**config.mk**
```make
export PLATFORM = sky130hd
export DESIGN_NAME = inv_mixcolumns
export DESIGN_NICKNAME = d
export VERILOG_FILES = /design/src/rtl/aes_pkg.sv /design/src/rtl/inv_mixcolumn.sv /design/src/rtl/inv_mixcolumns.sv
export SDC_FILE = /design/constraint.sdc
export NUM_CORES = 1
export LEC_CHECK = 0
export CAP_MARGIN = 20
export CORE_ASPECT_RATIO = 1.25
export CORE_MARGIN = 4
export CORE_UTILIZATION = 30
export CTS_CLUSTER_DIAMETER = 80
export DETAILED_ROUTE_END_ITERATION = 12
export GPL_ROUTABILITY_DRIVEN = 1
export PLACE_DENSITY_LB_ADDON = 0.12
export SYNTH_ARGS = -nofsm -noshare
export SYNTH_HDL_FRONTEND = slang
export SYNTH_HIERARCHICAL = 1
export SYNTH_SLANG_ARGS = --single-unit
```
**constraint.sdc**
```tcl
create_clock -name clk -period 13 [get_ports clk]
set_input_delay 2.6 -clock clk [delete_from_list [all_inputs] [get_ports clk]]
set_output_delay 2.6 -clock clk [all_outputs]
set_load 0.02 [all_outputs]
```
**src/rtl/aes_pkg.sv**
```systemverilog
// AES helpers shared by the InvMixColumns datapath.
//   - AES_COLS: number of 32-bit columns in a 128-bit state
//   - imc_state_e: control states of the iterative InvMixColumns block
//   - xtime / gf_mul9 / gf_mulb / gf_muld / gf_mule: GF(2^8) constant multiplies, poly 0x11B
//   - get_col: column c of a 128-bit state (column 0 is bits [31:0])
package aes_pkg;

    localparam int unsigned AES_COLS = 4;

    typedef enum logic [1:0] {
        StIdle = 2'd0,
        StCalc = 2'd1,
        StDone = 2'd2
    } imc_state_e;

    // Multiply by x (0x02), reducing by 0x11B.
    function automatic logic [7:0] xtime(input logic [7:0] b);
        return {b[6:0], 1'b0} ^ (b[7] ? 8'h1b : 8'h00);
    endfunction

    function automatic logic [7:0] gf_mul9(input logic [7:0] b);
        logic [7:0] x2, x4, x8;
        x2 = xtime(b);
        x4 = xtime(x2);
        x8 = xtime(x4);
        return x8 ^ b;
    endfunction

    function automatic logic [7:0] gf_mulb(input logic [7:0] b);
        logic [7:0] x2, x4, x8;
        x2 = xtime(b);
        x4 = xtime(x2);
        x8 = xtime(x4);
        return x8 ^ x2 ^ b;
    endfunction

    function automatic logic [7:0] gf_muld(input logic [7:0] b);
        logic [7:0] x2, x4, x8;
        x2 = xtime(b);
        x4 = xtime(x2);
        x8 = xtime(x4);
        return x8 ^ x4 ^ b;
    endfunction

    function automatic logic [7:0] gf_mule(input logic [7:0] b);
        logic [7:0] x2, x4, x8;
        x2 = xtime(b);
        x4 = xtime(x2);
        x8 = xtime(x4);
        return x8 ^ x4 ^ x2;
    endfunction

    function automatic logic [31:0] get_col(input logic [127:0] s, input logic [1:0] c);
        return s[{c, 5'd0} +: 32];
    endfunction

endpackage

```
**src/rtl/inv_mixcolumn.sv**
```systemverilog
// One-column AES InvMixColumns, purely combinational.
//   col_i : input column, row 0 in bits [7:0]
//   col_o : column multiplied by the circulant {0e,0b,0d,09}
module inv_mixcolumn
    import aes_pkg::*;
(
    input  logic [31:0] col_i,
    output logic [31:0] col_o
);

    logic [7:0] a0, a1, a2, a3;

    assign a0 = col_i[7:0];
    assign a1 = col_i[15:8];
    assign a2 = col_i[23:16];
    assign a3 = col_i[31:24];

    assign col_o[7:0]   = gf_mule(a0) ^ gf_mulb(a1) ^ gf_muld(a2) ^ gf_mul9(a3);
    assign col_o[15:8]  = gf_mul9(a0) ^ gf_mule(a1) ^ gf_mulb(a2) ^ gf_muld(a3);
    assign col_o[23:16] = gf_muld(a0) ^ gf_mul9(a1) ^ gf_mule(a2) ^ gf_mulb(a3);
    assign col_o[31:24] = gf_mulb(a0) ^ gf_muld(a1) ^ gf_mul9(a2) ^ gf_mule(a3);

endmodule

```
**src/rtl/inv_mixcolumns.sv**
```systemverilog
// Iterative AES InvMixColumns with valid/ready handshakes on both sides.
// A captured state is transformed in place, COLS_PER_CYCLE columns per clock, and then
// held until the downstream accepts it.
//   clk       : clock, rising edge
//   rst       : asynchronous active-high reset
//   in_valid  : state_in valid          in_ready  : block is idle and can accept a state
//   state_in  : 128-bit input state
//   out_valid : state_out is final      out_ready : downstream accepts state_out
//   state_out : work register (partial values while computing)
module inv_mixcolumns
    import aes_pkg::*;
#(
    parameter int unsigned COLS_PER_CYCLE = 1
) (
    input  logic         clk,
    input  logic         rst,
    input  logic         in_valid,
    output logic         in_ready,
    input  logic [127:0] state_in,
    output logic         out_valid,
    input  logic         out_ready,
    output logic [127:0] state_out
);

    if (COLS_PER_CYCLE != 1 && COLS_PER_CYCLE != 2 && COLS_PER_CYCLE != 4) begin : g_bad_param
        $error("inv_mixcolumns: COLS_PER_CYCLE must be 1, 2 or 4");
    end

    imc_state_e   state_q, state_d;
    logic [1:0]   col_idx_q, col_idx_d;
    logic [127:0] work_q, work_d;
    logic         last_group;

    logic [1:0]  col_sel [COLS_PER_CYCLE];
    logic [31:0] col_in  [COLS_PER_CYCLE];
    logic [31:0] col_out [COLS_PER_CYCLE];

    for (genvar g = 0; g < COLS_PER_CYCLE; g++) begin : g_col
        // 2-bit add wraps harmlessly: with 4 columns per cycle col_idx stays 0.
        assign col_sel[g] = col_idx_q + 2'(g);
        assign col_in[g]  = get_col(work_q, col_sel[g]);

        inv_mixcolumn u_col (
            .col_i (col_in[g]),
            .col_o (col_out[g])
        );
    end

    // Exit is decoded on the final group so col_idx never needs to count past 3.
    assign last_group = (col_idx_q == 2'(AES_COLS - COLS_PER_CYCLE));

    always_comb begin
        state_d   = state_q;
        col_idx_d = col_idx_q;
        work_d    = work_q;
        unique case (state_q)
            StIdle: begin
                if (in_valid) begin
                    work_d    = state_in;
                    col_idx_d = 2'd0;
                    state_d   = StCalc;
                end
            end
            StCalc: begin
                for (int g = 0; g < int'(COLS_PER_CYCLE); g++) begin
                    for (int c = 0; c < int'(AES_COLS); c++) begin
                        if (col_sel[g] == 2'(c)) begin
                            work_d[32*c +: 32] = col_out[g];
                        end
                    end
                end
                col_idx_d = col_idx_q + 2'(COLS_PER_CYCLE);
                if (last_group) begin
                    state_d = StDone;
                end
            end
            StDone: begin
                if (out_ready) begin
                    state_d = StIdle;
                end
            end
            default: begin
                state_d = StIdle;
            end
        endcase
    end

    always_ff @(posedge clk or posedge rst) begin
        if (rst) begin
            state_q   <= StIdle;
            col_idx_q <= 2'd0;
            work_q    <= '0;
        end else begin
            state_q   <= state_d;
            col_idx_q <= col_idx_d;
            work_q    <= work_d;
        end
    end

    assign in_ready  = (state_q == StIdle);
    assign out_valid = (state_q == StDone);
    assign state_out = work_q;

endmodule

```
Figure 1. M2 wires.
Scale: 2 px per um.
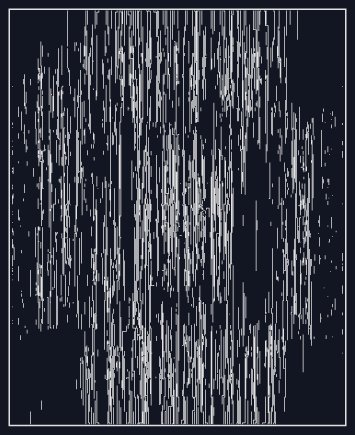
wire length on this layer	16,900 um
share of all routed wire	52%
nets with wire on the layer	1,024
main direction	vertical
final WL: 32.8 mm
met2 Use GR: 0.332
via count: 7,048

Figure 2. Cell outlines without signal wires.
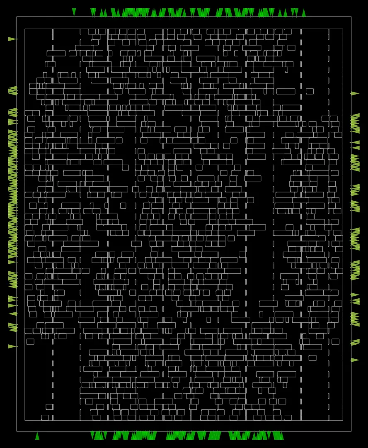
Core ar.: 0.0312 mm2
FP Rows: 72
Core Util, Final: 0.414

Figure 3. Ports around the boundary.
Scale: 2 px per um. Pins as bars across the die edge, other pins in grey.
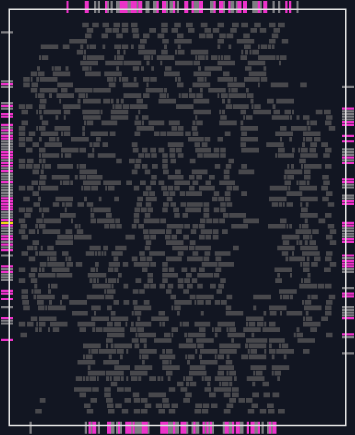
colour	port	pins	direction	edge
yellow	`out_valid`	1	output	left
magenta	`state_in`	128	input	37 bottom, 35 top, 33 left, 23 right
Chip Height: 207 um
die span in x: 168 um
Buffers on Ports: 261

==> flow_summary.ini <==
; flow metrics
[timing]
rsz0062_at_grt = false
max_freq_ghz = 0.211
worst_clock_skew_ns = 0.0104

[finish]
nClkBuffers = 18
area_share_clock_buf_inv = 0.0466
n_sequential_cell = 132
final_area_mm2 = 0.0129
signal_buffers = 271
comb_area_frac = 0.410
area_delta_synth_final_pct = 35.1
sh_seq_area = 0.256
mostFrequentLayoutCells = clkdlybuf4s50_1, inv_1, dfrtp_1
n_antenna_cell = 0

[job]
drv_cap = 0

[detailed_routing]
drc = 0
wl_per_cell_um = 21.7
dr_wl_met3_mm = 1.32

[worst_setup_path]
startpoint_type = flip-flop
critical_path_arrival_ns = 2.13
crit_buf_inv = 2
cpLargestDelayFamily = buffers and inverters
cp_slowest_cell = clkdlybuf4s50_1
crit_chain = buf_4, nor2b_1, clkdlybuf4s50_1
required_ns = 10.40

[grt]
antenna_found_initial = 0
overflow = 0
busiest_layer = met2
grt_pass1_vias = 7812

[clock_tree]
cts_resized = 0
cts_tree = yes

[place]
dp.cells = 1482

[die]
tap_cells = 407
io_pins = 262
initCoreUtil = 0.306

[synthesis]
ys_types = 27
ys_area_mm2 = 0.00954
top_cells_by_area = dfrtp_1, mux2i_1, xnor2_1
ys_seq_elements = 132
largest_area_cell = dfrtp_1

[status]
status = finished, final reports clean

[hold_path]
worstHoldPathCells = 2
Figure 4. Wiring by layer.
Scale: 1.5 px per um. Two of the layers only.
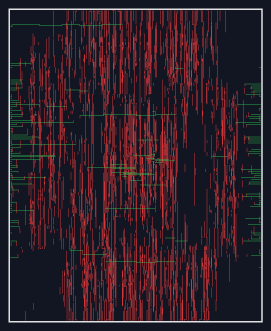
colour	layer	wire length
green	M3	1,320 um
red	M2	16,900 um

Figure 5. Nets reached from selected ports.
Scale: 1.5 px per um.
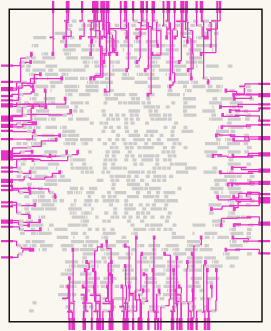
colour	port	bits	direction	edge	end cells	wire
magenta	`state_in`	128	input	37 bottom, 35 top, 33 left, 23 right	128	4,070 um

